`config.mk`:
```
export PLATFORM = sky130hd
export DESIGN_NAME = line_fill_ctrl
export DESIGN_NICKNAME = d
export VERILOG_FILES = /design/src/rtl/line_fill_pkg.sv /design/src/rtl/line_fill_ctrl.sv
export SDC_FILE = /design/constraint.sdc
export NUM_CORES = 1
export LEC_CHECK = 0
export ABC_AREA = 1
export CAP_MARGIN = 20
export CORE_AREA = 2 2 39 41
export CTS_BUF_LIST = sky130_fd_sc_hd__clkbuf_2 sky130_fd_sc_hd__clkbuf_4 sky130_fd_sc_hd__clkbuf_8
export DETAILED_ROUTE_END_ITERATION = 7
export DIE_AREA = 0 0 41 43
export DONT_BUFFER_PORTS = 1
export GPL_ROUTABILITY_DRIVEN = 0
export PLACE_DENSITY_LB_ADDON = 0.2
export SETUP_SLACK_MARGIN = 0.2
export SYNTH_ARGS = -nofsm -noshare
export SYNTH_HDL_FRONTEND = slang
export SYNTH_SLANG_ARGS = --single-unit
export TNS_END_PERCENT = 10
```
`constraint.sdc`:
```
create_clock -name i_clk -period 1.3 [get_ports i_clk]
set_input_delay 0.195 -clock i_clk [delete_from_list [all_inputs] [get_ports i_clk]]
set_output_delay 0.195 -clock i_clk [all_outputs]
set_load 0.01 [all_outputs]
```
`src/rtl/line_fill_pkg.sv`:
```
// Shared types and constants for the cache line fill sequencer.
package line_fill_pkg;

    typedef enum logic [1:0] {
        IDLE = 2'd0,
        FILL = 2'd1,
        DONE = 2'd2
    } fill_state_t;

    localparam int NUM_WORDS = 8;
    localparam int SEL_W     = 3;

endpackage

```
`src/rtl/line_fill_ctrl.sv`:
```
// Critical-word-first line fill sequencer: turns memory beats into
// word select / write enable for the line buffer's 8-line decoder.
module line_fill_ctrl
    import line_fill_pkg::*;
#(
    parameter int WIDTH = 16
) (
    input  logic             i_clk,
    input  logic             i_reset,
    input  logic             i_start,
    input  logic [SEL_W-1:0] i_start_offset,
    input  logic             i_mem_resp,
    input  logic [WIDTH-1:0] i_mem_rdata,
    output logic             o_mem_read,
    output logic [SEL_W-1:0] o_word_sel,
    output logic             o_word_we,
    output logic [WIDTH-1:0] o_word_data,
    output logic             o_critical,
    output logic             o_busy,
    output logic             o_done
);

    fill_state_t      r_state;
    fill_state_t      w_next_state;
    logic [SEL_W-1:0] r_base;
    logic [SEL_W:0]   r_beat_cnt;
    logic             w_word_we;
    logic             w_last_beat;

    // State register; reset abandons any fill in progress.
    always_ff @(posedge i_clk or posedge i_reset) begin
        if (i_reset) begin
            r_state <= IDLE;
        end else begin
            r_state <= w_next_state;
        end
    end

    // Next-state decode plus all outputs (status from state only, beat path combinational).
    always_comb begin
        w_next_state = r_state;
        o_mem_read   = 1'b0;
        o_busy       = 1'b0;
        o_done       = 1'b0;
        w_word_we    = 1'b0;
        w_last_beat  = (r_beat_cnt == 4'(NUM_WORDS - 1));

        case (r_state)
            IDLE: begin
                if (i_start) begin
                    w_next_state = FILL;
                end
            end
            FILL: begin
                o_mem_read = 1'b1;
                o_busy     = 1'b1;
                w_word_we  = i_mem_resp;
                if (i_mem_resp && w_last_beat) begin
                    w_next_state = DONE;
                end
            end
            DONE: begin
                o_busy       = 1'b1;
                o_done       = 1'b1;
                w_next_state = IDLE;
            end
            default: begin
                w_next_state = IDLE;
            end
        endcase

        o_word_we   = w_word_we;
        o_word_sel  = r_base + r_beat_cnt[SEL_W-1:0];
        o_word_data = i_mem_rdata;
        o_critical  = w_word_we && (r_beat_cnt == '0);
    end

    // Critical-word base and beat counter; base is captured only when a fill is accepted.
    always_ff @(posedge i_clk or posedge i_reset) begin
        if (i_reset) begin
            r_base     <= '0;
            r_beat_cnt <= '0;
        end else if (r_state == IDLE && i_start) begin
            r_base     <= i_start_offset;
            r_beat_cnt <= '0;
        end else if (w_word_we) begin
            r_beat_cnt <= r_beat_cnt + 4'd1;
        end
    end

endmodule

```
==> run_1/clock_map.png <==
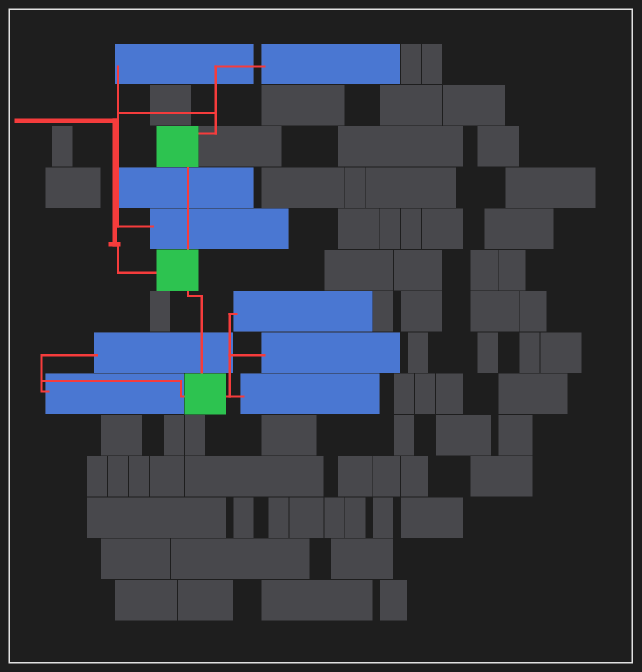
- green: cells driving clock nets (count 3)
- red: clock wires (length 96.5 um)
- blue: flip-flops (count 9)
- routed clock nets: 4
final setup skew: 0.5836 ps
power share of the clock group: 11.3%
clock latency on the worst-skew pair: 250 ps
power drawn by the clock network: 0.000221 W

==> run_1/final_clocks.png <==
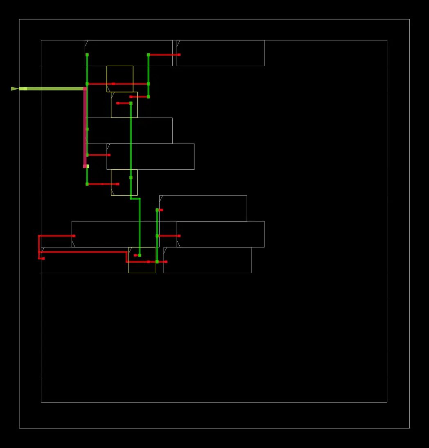
count of clock-net buffers in the final layout: 4
number of CTS-inserted buffers: 3
FFs & Latches: 9
count of clock tree sinks: 9

==> job_summary.md, run 1 <==
## Implementation flow summary

| Metric | Value |
|---|---|
| Post-layout net count | `between 100 and 150` |
| Final period util | `131.8%` |
| Clock-pin slew of the registers on the worst-case setup and hold paths | `approximately 60 ps` |
| Number of remaining DRC errors | `0` |
| Register bit total from synthesis | `9` |
| Cell with the most instances after synthesis | `sky130_fd_sc_hd__buf_4` |
| Synthesized area | `approximately 690 um^2` |
| Core area | `around 1400 um^2` |
| Tally of non-filler cells in the final layout | `between 90 and 100` |
| Number of distinct library cell variants in the gate-level netlist after synthesis | `17` |
| Element type at the critical path end | `primary output` |
| Post-Place Worst Slack | `-203.1 ps` |
| Setup repair after global routing missed its margin | `true` |
| Final setup violation count | `3` |
| Leading cell types in the layout, fill and taps excluded | `sky130_fd_sc_hd__nand2_1, sky130_fd_sc_hd__dfrtp_1, sky130_fd_sc_hd__inv_1` |
| Most common flop cell mapped by yosys | `sky130_fd_sc_hd__dfrtp_1` |
| Launching element type of the critical path | `flop` |
| Syn_area_per_cell | `8.468 um^2` |
| Number of pins with negative max-slew slack in the final report | `0` |
| Total cells reported by yosys after synthesis | `82` |
| Beginning of the worst register-to-register path | `r_beat_cnt[0]$_DFFE_PP0P_` |
| Synth Seq Share | `32.43%` |
| Gr ovfl total | `0` |
| Number of enable flip-flop cells | `0` |
| Crit. Startpoint | `r_base[0]$_DFFE_PP0P_` |
| OpenROAD warning count | `33` |
| Largest voltage drop on the vdd net | `0.001147 V` |
| Vertical die size | `43 um` |
| Largest net degree at the start of global routing | `10` |
| Clock buffer depth | `2` |
| Total negative setup slack | `-954.5 ps` |
| Final routed wirelength across all metal layers | `1146 um` |
| Total design power | `0.001959 W` |
| Chip area | `1763 um^2` |
| GR Util met1 | `roughly 16%` |
| Commonest cells in the netlist | `sky130_fd_sc_hd__buf_4, sky130_fd_sc_hd__inv_1, sky130_fd_sc_hd__nand2_1` |
| Instance count after placement with tap cells included | `91` |
| Clk Tree Root Cell | `sky130_fd_sc_hd__clkbuf_4` |
| Largest area contributor in the netlist | `sky130_fd_sc_hd__dfrtp_1` |
| Highest net fanout along the worst path | `2` |
| Fp util | `about half` |
| Smallest setup slack after layout | `-413.0 ps` |
| Async set or reset register ratio after synthesis | `100.0%` |
| Ant. Diodes | `0` |
| Net count entering floorplan | `113` |
| Power per unit of standard cell area | `2330 nW/um^2` |
| Failing checks | `setup timing` |
| CTS tree | `yes` |
| Status | `finished, violations left` |
| Detail-routed via count per cell | `~4.7` |
| Proportion of layout cells with a drive suffix above 1 | `51.25%` |
| M3 GR Usage | `1.571%` |
| First-pass GRT wire length | `1738 um` |
| Cells after Synth | `82` |
| Share of Yosys cell area claimed by the top area cell type | `between 30% and 40%` |
| Initial antenna violation count | `0` |
| Metal3 WL | `slightly above 60 um` |
| Crit Path Category | `reg2out` |
| Met1 WL | `497 um` |
| R2R Path End | `r_state[0]$_DFFE_PP0P_` |
| Minimum clock period | `1713 ps` |
==> run_1/drive_strength.png <==
Scale bar: 10 um.
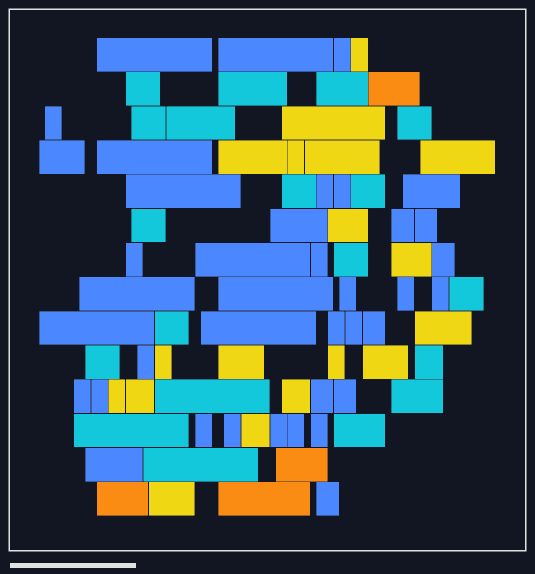
- yellow: drive 2 (cells 18)
- cyan: drive 3 to 4 (cells 19)
- orange: drive 6 and up (cells 4)
- blue: drive 1 or less (cells 39)
post-synthesis to final-layout area growth: 21.08%
non-clock buffer instance count of the final layout: 10
area of all placed cells without fillers: 840.8 um^2

[run 1: final cells by class]
type,instances,area [um^2]
well taps,16,20.02
flip-flops and latches,9,225.2
clock buffers,4,30.03
repair buffers,10,88.84
fillers,124,543.0
multi-input cells,43,421.7
inverters,14,55.05
[run 1: flip-flops by register name, summed over array words and instances, names as in the netlist]
| name | count |
|---|---|
| r_base | 3 |
| r_state | 2 |
| r_beat_cnt | 4 |
[run 1: worst min path at each step]
stage	to	cells after the start	start	slack [ps]
2_1_floorplan	r_base[0]$_DFFE_PP0P_	1	i_reset	20
3_3_place_gp	r_state[1]$_DFFE_PP0P_	1	i_reset	60
3_5_place_dp	r_base[0]$_DFFE_PP0P_	1	i_reset	60
4_1_cts	r_base[2]$_DFFE_PP0P_	1	i_start_offset[2]	90
5_1_grt	r_base[0]$_DFFE_PP0P_	1	i_start_offset[0]	90
6_report	r_base[1]$_DFFE_PP0P_	2	i_start_offset[1]	90
[run 1: timing repair]
| action | CTS | global route |
|---|---|---|
| endpoints found under the hold margin | 9 | 0 |
| setup endpoints to repair | 17 | 17 |
| gates resized | 20 | 12 |
| pin swaps | 7 | 12 |
| hold buffers | 1 | 0 |
[run 1: per-stage QoR]
stage	utilization, %	area (um^2)
floorplan	-	706.9
global placement	48.73	674.4
detailed placement	48.73	674.4
CTS	56.60	783.3
global route	60.76	840.8
finish	60.76	840.8
[run 1: critical path, cell delays in order (launching register included)]
cell and delay (ps):
sky130_fd_sc_hd__dfrtp_1 350, sky130_fd_sc_hd__ha_2 170, sky130_fd_sc_hd__inv_2 30, sky130_fd_sc_hd__fa_2 340
sky130_fd_sc_hd__xnor2_2 170, sky130_fd_sc_hd__xor2_2 200
[run 1: power breakdown]
part           switching, W  internal (W)
Sequential        0.0000821      0.000387
Clock             0.0000831      0.000138
Combinational      0.000656      0.000612
==> run 1 -> run 2 <==
CTS_CLUSTER_DIAMETER = 200   (was default)
==> run_2/drive_strength.png <==
Scale bar: 10 um.
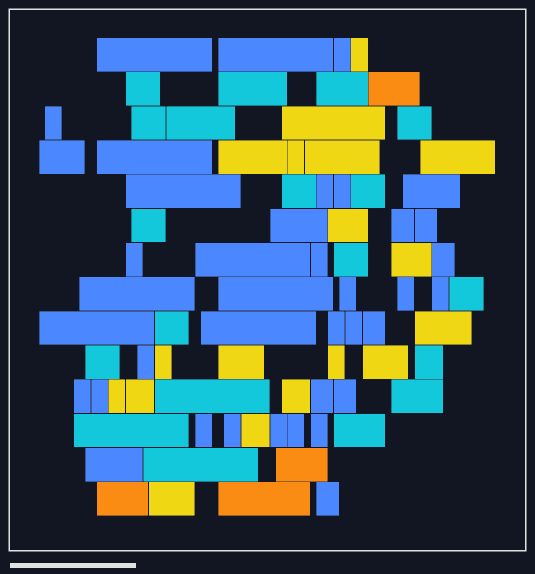
- yellow: drive 2 (cells 18)
- cyan: drive 3 to 4 (cells 19)
- blue: drive 1 or less (cells 39)
- orange: drive 6 and up (cells 4)
smallest setup slack after layout: -413.0 ps

==> run_2/cell_classes.png <==
Scale bar: 10 um.
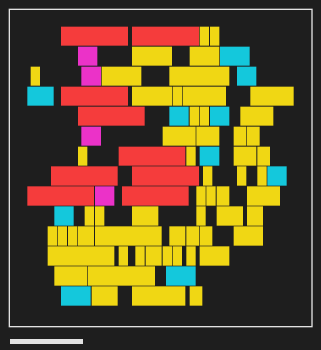
- magenta: clock drivers and dummy loads (cells 4; share of their area 3.7%)
- cyan: other buffers and delay cells (cells 10; share of their area 11%)
- red: flip-flops (cells 9; share of their area 27%)
- yellow: all other logic (cells 57; share of their area 58%)
fraction of area in registers: 26.79%
core area: 1384 um^2
cell row count: 14
post-layout utilization of the core: 60.76%

==> job_summary.md, run 2 <==
## Implementation flow summary

| Metric | Value |
|---|---|
| Minimum clock period | `1713 ps (unchanged)` |
| Number of remaining DRC errors | `0 (unchanged)` |
| Power per unit of standard cell area | `2330 nW/um^2 (unchanged)` |
| Final routed wirelength across all metal layers | `1146 um (unchanged)` |
| Proportion of layout cells with a drive suffix above 1 | `51.25% (unchanged)` |
| Syn_area_per_cell | `8.468 um^2 (unchanged)` |
| Ant. Diodes | `0 (unchanged)` |
| Smallest setup slack after layout | `-413.0 ps (unchanged)` |
| Internal reg-to-reg setup slack | `90 ps (about the same)` |
| Final setup skew | `0.5836 ps (unchanged)` |
| Highest net fanout along the worst path | `2 (unchanged)` |
| Share of Yosys cell area claimed by the top area cell type | `32.43% (unchanged)` |
| Total cells reported by yosys after synthesis | `82 (unchanged)` |
| Count of clock tree sinks | `9 (unchanged)` |
| Tally of non-filler cells in the final layout | `96 (unchanged)` |
| Synthesized area | `694.4 um^2 (unchanged)` |
| Clock latency on the worst-skew pair | `250 ps (about the same)` |
| Metal3 WL | `61 um (unchanged)` |
| Largest net degree at the start of global routing | `10 (unchanged)` |
| CTS tree | `yes (unchanged)` |
| Compound-cell area share of the yosys netlist | `4.324% (unchanged)` |
| Start point of the worst hold path | `i_start_offset[1] (unchanged)` |
| All-Layer GR Usage | `14.77% (unchanged)` |
| Number of CTS-inserted buffers | `3 (unchanged)` |
| Gr ovfl total | `0 (unchanged)` |
| Endpoint, Worst Hold | `r_base[1]$_DFFE_PP0P_ (unchanged)` |
| Status | `finished, violations left (unchanged)` |
| Async set or reset register ratio after synthesis | `100.0% (unchanged)` |
| GR Util met1 | `15.86% (unchanged)` |
| Fp util | `50.18% (unchanged)` |
| Register with the most flip-flops | `r_beat_cnt (unchanged)` |
| Crit. Startpoint | `r_base[0]$_DFFE_PP0P_ (unchanged)` |
| Met1 WL | `497 um (unchanged)` |
| Instance count after placement with tap cells included | `91 (unchanged)` |
| Leading cell types in the layout, fill and taps excluded | `sky130_fd_sc_hd__nand2_1, sky130_fd_sc_hd__dfrtp_1, sky130_fd_sc_hd__inv_1 (unchanged)` |
| Largest area contributor in the netlist | `sky130_fd_sc_hd__dfrtp_1 (unchanged)` |
| Vertical die size | `43 um (unchanged)` |
| Crit Path Category | `reg2out (unchanged)` |
| Launching element type of the critical path | `flop (unchanged)` |
| Chip area | `1763 um^2 (unchanged)` |
| Post-layout net count | `112 (unchanged)` |
| Failing checks | `setup timing (unchanged)` |
| Number of distinct library cell variants in the gate-level netlist after synthesis | `17 (unchanged)` |
| Cells after Synth | `82 (unchanged)` |
| Element type at the critical path end | `primary output (unchanged)` |
| Beginning of the worst register-to-register path | `r_beat_cnt[0]$_DFFE_PP0P_ (unchanged)` |
| Most common flop cell mapped by yosys | `sky130_fd_sc_hd__dfrtp_1 (unchanged)` |
| Number of pins with negative max-slew slack in the final report | `0 (unchanged)` |
| Detail-routed via count per cell | `4.698 (unchanged)` |
| Synth Seq Share | `32.43% (unchanged)` |
| Final period util | `131.8% (unchanged)` |
| Clock buffer depth | `2 (unchanged)` |
| Number of enable flip-flop cells | `0 (unchanged)` |
| M3 GR Usage | `1.571% (unchanged)` |
| Largest voltage drop on the vdd net | `0.001147 V (unchanged)` |
| Max FFs per register | `4 (unchanged)` |
| Register bit total from synthesis | `9 (unchanged)` |
| OpenROAD warning count | `33 (unchanged)` |
| Post-synthesis to final-layout area growth | `21.08% (unchanged)` |
| Setup repair after global routing missed its margin | `true (unchanged)` |
| Final setup violation count | `3 (unchanged)` |
| Commonest cells in the netlist | `sky130_fd_sc_hd__buf_4, sky130_fd_sc_hd__inv_1, sky130_fd_sc_hd__nand2_1 (unchanged)` |
| Initial antenna violation count | `0 (unchanged)` |
| Net count entering floorplan | `113 (unchanged)` |
| Hold path cells | `2 (unchanged)` |
| First-pass GRT wire length | `1738 um (unchanged)` |
==> run_2/final_clocks.png <==
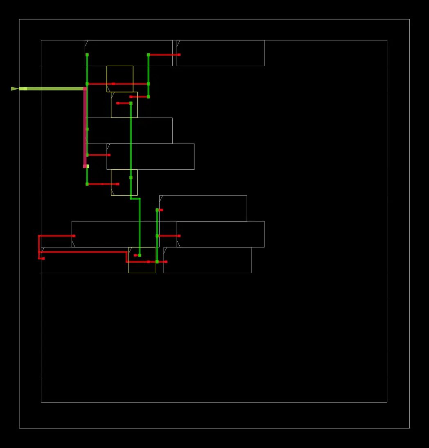

## run 2: critical path, stage by stage (launching register included)
cell	delay [ps]
sky130_fd_sc_hd__dfrtp_1	350
sky130_fd_sc_hd__ha_2	170
sky130_fd_sc_hd__inv_2	30
sky130_fd_sc_hd__fa_2	340
sky130_fd_sc_hd__xnor2_2	170
sky130_fd_sc_hd__xor2_2	200
## run 2: worst max path at each step
stage | to | slack (ps) | cells past startpoint
after floorplan | o_word_sel[2] | -210 | 5
after global placement | o_word_sel[2] | -190 | 5
after detailed placement | o_word_sel[2] | -200 | 5
after CTS | o_word_sel[2] | -450 | 5
after global routing | o_word_sel[2] | -470 | 5
final | o_word_sel[2] | -410 | 5
## run 2: timing repair
item,4_1_cts,5_1_grt
setup endpoints to repair,17,17
hold buffers,1,0
hold endpoints to repair,9,0
setup buffers,0,0
pin swaps,7,12
gates resized,20,12
## run 2: cell type report
| type | count | area, um^2 |
|---|---|---|
| fillers | 124 | 543.0 |
| multi-input cells | 43 | 421.7 |
| flip-flops and latches | 9 | 225.2 |
| repair buffers | 10 | 88.84 |
| inverters | 14 | 55.05 |
| clock buffers | 4 | 30.03 |
| well taps | 16 | 20.02 |
## run 2: power breakdown
part	internal [W]	leakage, nW	switching (W)
clock network	0.000138	0.0184	0.0000831
logic	0.000612	0.289	0.000656
registers	0.000387	0.114	0.0000821
total	0.00114	0.422	0.000821
## run 2: through the flow
stage	hold WS (ps)	cell area (um^2)	util, %	total power (W)	setup TNS (ps)
after global routing	89.56	840.8	60.76	0.002108	-1178
after floorplan	22.92	706.9	-	0.001170	-347.8
after CTS	91.10	783.3	56.60	0.001840	-1038
final	92.95	840.8	60.76	0.001959	-954.5
after detailed placement	62.61	674.4	48.73	0.001419	-261.3
after global placement	59.91	674.4	48.73	0.001400	-235.9
==> run 2 -> run 3 <==
CAP_MARGIN = default   (was 20)
CORE_AREA = 4 4 41 43   (was 2 2 39 41)
DIE_AREA = 0 0 45 47   (was 0 0 41 43)
==> run_3/final_clocks.png <==
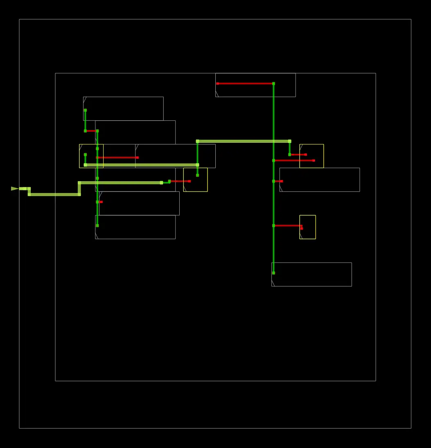
final setup skew: 6.751 ps
count of clock-net buffers in the final layout: 3
power drawn by the clock network: 0.000211 W

==> run_3/clock_map.png <==
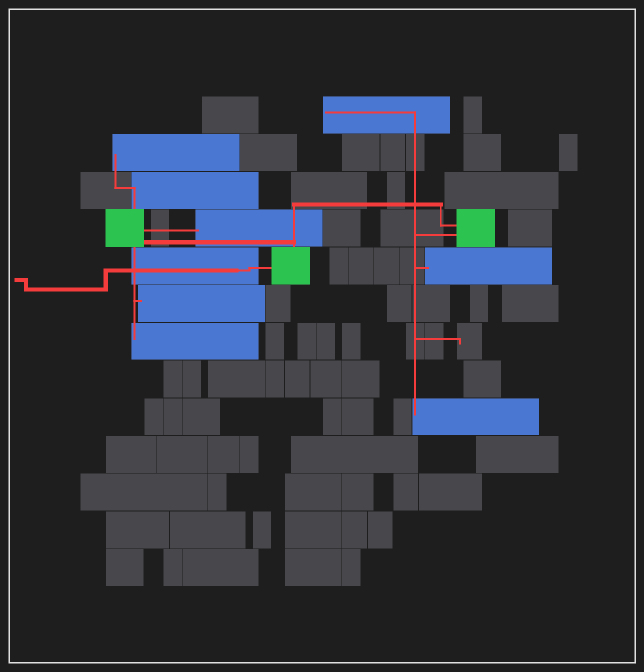
- blue: flip-flops (count 9)
- green: cells driving clock nets (count 3)
- red: clock wires (length 110 um)
- routed clock nets: 4
clock latency on the worst-skew pair: 260 ps
power share of the clock group: 11.6%

==> job_summary.md, run 3 <==
## Implementation flow summary

| Metric | Value |
|---|---|
| Deepest level of the CTS H-tree | `1 (unchanged)` |
| Achievable clock frequency | `0.5584 GHz (was 0.5838 GHz)` |
| Count of clock tree sinks | `9 (unchanged)` |
| Instance count after placement with tap cells included | `91 (unchanged)` |
| Area fraction in full adders, half adders and majority gates | `15.50% (unchanged)` |
| Compound-cell area share of the yosys netlist | `4.324% (unchanged)` |
| Synth Seq Share | `32.43% (unchanged)` |
| Slowest cell delay on critical path | `360 ps (was 350 ps)` |
| Minimum clock period | `1791 ps (was 1713 ps)` |
| Power per unit of standard cell area | `2297 nW/um^2 (was 2330 nW/um^2)` |
| Number of global-route vias before repair | `493 (was 459)` |
| Async set or reset register ratio after synthesis | `100.0% (unchanged)` |
| Fp util | `53.37% (was 50.18%)` |
| Largest area contributor in the netlist | `sky130_fd_sc_hd__dfrtp_1 (unchanged)` |
| Most common flop cell mapped by yosys | `sky130_fd_sc_hd__dfrtp_1 (unchanged)` |
| Slew at the pin closest to its max-slew limit | `340.8 ps (was 325.2 ps)` |
| Number of routed nets with antenna violations | `0 (unchanged)` |
| Share of synthesized cell area in and, or, nand and nor gates | `17.12% (unchanged)` |
| Register bit total from synthesis | `9 (unchanged)` |
| Top Registers | `r_beat_cnt (4), r_base (3), r_state (2) (unchanged)` |
| Clk Tree Root Cell | `sky130_fd_sc_hd__clkbuf_4 (unchanged)` |
| YS chip area | `694.4 um^2 (unchanged)` |
| Clock buffer depth | `2 (unchanged)` |
| CTS tree | `yes (unchanged)` |
| Slowest cell on the critical path | `sky130_fd_sc_hd__dfrtp_1 (unchanged)` |
| Max FFs per register | `4 (unchanged)` |
| Cell row count | `13 (was 14)` |
| Element type at the critical path end | `primary output (unchanged)` |
| Chain of cells forming the critical path | `ha_2 -> inv_2 -> fa_2 -> xnor2_2 -> xor2_1 (was ha_2 -> inv_2 -> fa_2 -> xnor2_2 -> xor2_2)` |
| Syn_area_per_cell | `8.468 um^2 (unchanged)` |
| Highest net fanout along the worst path | `2 (unchanged)` |
| Required time of the worst setup path | `1110 ps (about the same)` |
| Post-Place Worst Slack | `-259.2 ps (was -203.1 ps)` |
| Failing checks | `setup timing (unchanged)` |
| Port bufs | `0 (unchanged)` |
| All-Layer GR Usage | `13.54% (was 14.77%)` |
| Cell with the most instances after synthesis | `sky130_fd_sc_hd__buf_4 (unchanged)` |
| Proportion of layout cells with a drive suffix above 1 | `48.15% (was 51.25%)` |
| Fraction of synthesized area in multiplexers | `3.243% (unchanged)` |
| Smallest setup slack after layout | `-491.0 ps (was -413.0 ps)` |
| Crit Path Category | `reg2out (unchanged)` |
| Number of CTS-inserted buffers | `3 (unchanged)` |
| Number of pins with negative max-slew slack in the final report | `0 (unchanged)` |
| Main logic family after synthesis | `buffers and inverters (unchanged)` |
| Commonest cells in the netlist | `sky130_fd_sc_hd__buf_4, sky130_fd_sc_hd__inv_1, sky130_fd_sc_hd__nand2_1 (unchanged)` |
| Hold buffers post-CTS | `1 (unchanged)` |
| XORs/XNORs by Area | `2.523% (unchanged)` |
| Number of enable flip-flop cells | `0 (unchanged)` |
| Max-slew headroom at the worst pin | `77.25% (was 78.30%)` |
| Fill cell total of the finished layout | `132 (was 124)` |
| Number of post-CTS setup repair buffers | `0 (unchanged)` |
| Final period util | `137.8% (was 131.8%)` |
| Post-layout net count | `113 (was 112)` |
| Tally of non-filler cells in the final layout | `96 (unchanged)` |
| Biggest area contributors in the synthesized netlist | `sky130_fd_sc_hd__dfrtp_1, sky130_fd_sc_hd__buf_4, sky130_fd_sc_hd__ha_1 (unchanged)` |
| Clock-pin slew of the registers on the worst-case setup and hold paths | `60 ps (about the same)` |
| Number of distinct library cell variants in the gate-level netlist after synthesis | `17 (unchanged)` |
| Core area | `1301 um^2 (was 1384 um^2)` |
| Vertical die size | `47 um (was 43 um)` |
| Total design power | `0.001813 W (was 0.001959 W)` |
| Launching element type of the critical path | `flop (unchanged)` |
| Final hold slack | `89.31 ps (was 92.95 ps)` |
| Total negative setup slack | `-1049 ps (was -954.5 ps)` |
| First-pass iteration count of the detailed router | `2 (was 3)` |
| Setup repair after global routing missed its margin | `true (unchanged)` |
| Detail-routed via count per cell | `4.958 (was 4.698)` |
| First-pass GRT wire length | `2042 um (was 1738 um)` |
| OpenROAD warning count | `33 (unchanged)` |
| Number of remaining DRC errors | `0 (unchanged)` |
| Cell area after placement | `680.7 um^2 (was 674.4 um^2)` |
| Count of max-cap constraint violations | `0 (unchanged)` |
| Total cells reported by yosys after synthesis | `82 (unchanged)` |
| Register with the most flip-flops | `r_beat_cnt (unchanged)` |
| Arrival time at the worst endpoint | `1600 ps (was 1520 ps)` |
| Post-layout utilization of the core | `60.67% (was 60.76%)` |
| Initial antenna violation count | `0 (unchanged)` |
| Routed WL per cell | `12.43 um (was 11.94 um)` |
| Status | `finished, violations left (unchanged)` |
| Path class of the lowest-slack min-delay path | `in2reg (unchanged)` |
| Ant. Diodes | `0 (unchanged)` |
| Final routed wirelength across all metal layers | `1193 um (was 1146 um)` |
| Net count entering floorplan | `113 (unchanged)` |
| Number of DRC markers in iteration 0 | `2 (was 1)` |
| Number of endpoints with negative hold slack in the final report | `0 (unchanged)` |
| Gr ovfl total | `0 (unchanged)` |
| Half-perimeter wire length of the detailed placement result | `967.2 um (was 899.5 um)` |
| Cells after Synth | `82 (unchanged)` |
| Synthesized area | `694.4 um^2 (unchanged)` |
| # resized after CTS | `14 (was 20)` |
| Die W | `45 um (was 41 um)` |
| Leading cell types in the layout, fill and taps excluded | `sky130_fd_sc_hd__nand2_1, sky130_fd_sc_hd__dfrtp_1, sky130_fd_sc_hd__inv_1, sky130_fd_sc_hd__buf_4, sky130_fd_sc_hd__inv_2 (was sky130_fd_sc_hd__nand2_1, sky130_fd_sc_hd__dfrtp_1, sky130_fd_sc_hd__inv_1)` |
| Leakage power total | `0.4096 nW (was 0.4215 nW)` |
| Largest voltage drop on the vdd net | `0.001191 V (was 0.001147 V)` |
| I/O pins | `47 (unchanged)` |
| Final setup violation count | `3 (unchanged)` |
| Tally of yosys warning messages | `0 (unchanged)` |
| Via total after detailed routing | `476 (was 451)` |
| Chip area | `2115 um^2 (was 1763 um^2)` |
| Largest net degree at the start of global routing | `10 (unchanged)` |
| Share of Yosys cell area claimed by the top area cell type | `32.43% (unchanged)` |
==> run_3/drive_strength.png <==
Scale bar: 10 um.
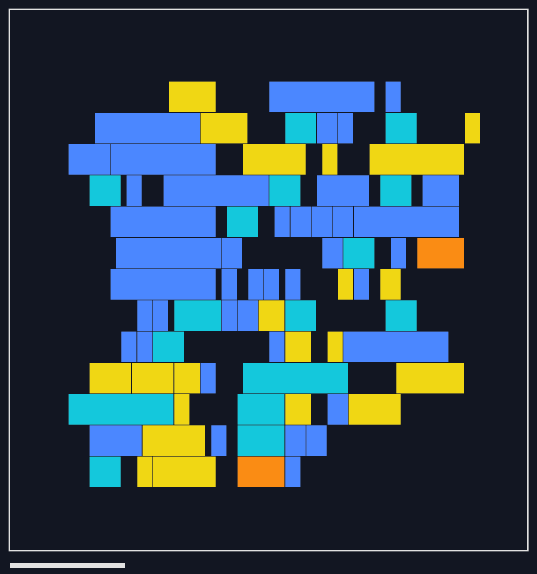
- yellow: drive 2 (cells 21)
- cyan: drive 3 to 4 (cells 16)
- orange: drive 6 and up (cells 2)
- blue: drive 1 or less (cells 42)
smallest setup slack after layout: -491.0 ps
post-synthesis to final-layout area growth: 13.69%
non-clock buffer instance count of the final layout: 11
area of all placed cells without fillers: 789.5 um^2

[run 3: cell counts after synthesis]
Identical to the previous run, type by type.
[run 3: worst max-delay path, delay by kind of cell (launching register included)]
family	cells	cell delay, ps
xor gates and xnor gates	2	420
adders and majority gates	2	530
buffers and inverters	1	40
DFF	1	360
[run 3: path summary, 6_finish.rpt]
check	startpoint	end	slack [ps]	cells past startpoint
worst max register to register	r_state[1]$_DFFE_PP0P_	r_beat_cnt[2]$_DFFE_PP0P_	110	6
max in group asynchronous	i_reset	r_beat_cnt[0]$_DFFE_PP0P_	710	2
worst min register to register	r_base[0]$_DFFE_PP0P_	r_base[0]$_DFFE_PP0P_	540	1
worst max-delay path	r_base[0]$_DFFE_PP0P_	o_word_sel[2]	-490	5
min in group asynchronous	i_reset	r_beat_cnt[2]$_DFFE_PP0P_	330	2
worst min-delay path	i_start_offset[2]	r_base[2]$_DFFE_PP0P_	90	1
[run 3: layer usage]
layer / GRT usage, % / wire length, um / part of all wire [%] / vias to the layer above
li1: - / - / - / 235
met1: 13.98 / 444 / 37 / 215
met2: 24.29 / 625 / 52 / 22
met3: 6.897 / 111 / 9.3 / 4
met4: 3.509 / 12 / 1.0 / 0
met5: 0 / 0 / 0 / -
[run 3: power breakdown]
part | switching (W) | total [W] | internal [W] | leakage, nW
logic | 0.000601 | 0.00113 | 0.000533 | 0.278
clock network | 0.0000974 | 0.000211 | 0.000113 | 0.0177
registers | 0.0000811 | 0.000468 | 0.000387 | 0.114
total | 0.000780 | 0.00181 | 0.00103 | 0.410
[run 3: final cells by class]
cell class                 count  area (um^2)  area share, %
timing repair buffer          11        92.59          11.73
inverter                      14        52.55          6.656
tap                           15        18.77          2.377
sequential                     9        225.2          28.53
multi-input combinational     43        372.9          47.23
clock inverter                 1        5.005         0.6339
clock buffer                   3        22.52          2.853

==> layout pictures side by side <==
Ports around the boundary.
Pins as bars across the die edge, other pins in gray.
picture 1
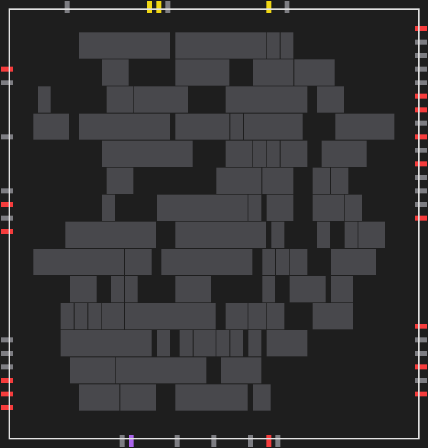
picture 2
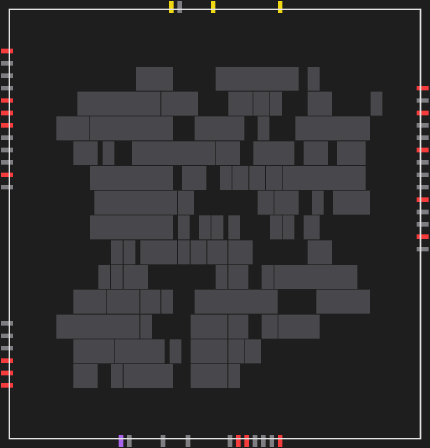
| picture | from |
|---|---|
| picture 2 | run 3 |
| picture 1 | run 1 |

Key to picture 1:
- yellow: i_start_offset (pins 3; direction input; edge top)
- red: i_mem_rdata (pins 16; direction input; edge 9 right, 6 left, 1 bottom)
- purple: o_done (pins 1; direction output; edge bottom)

Power figures rest on the tool's default switching activity, not on a simulated workload.
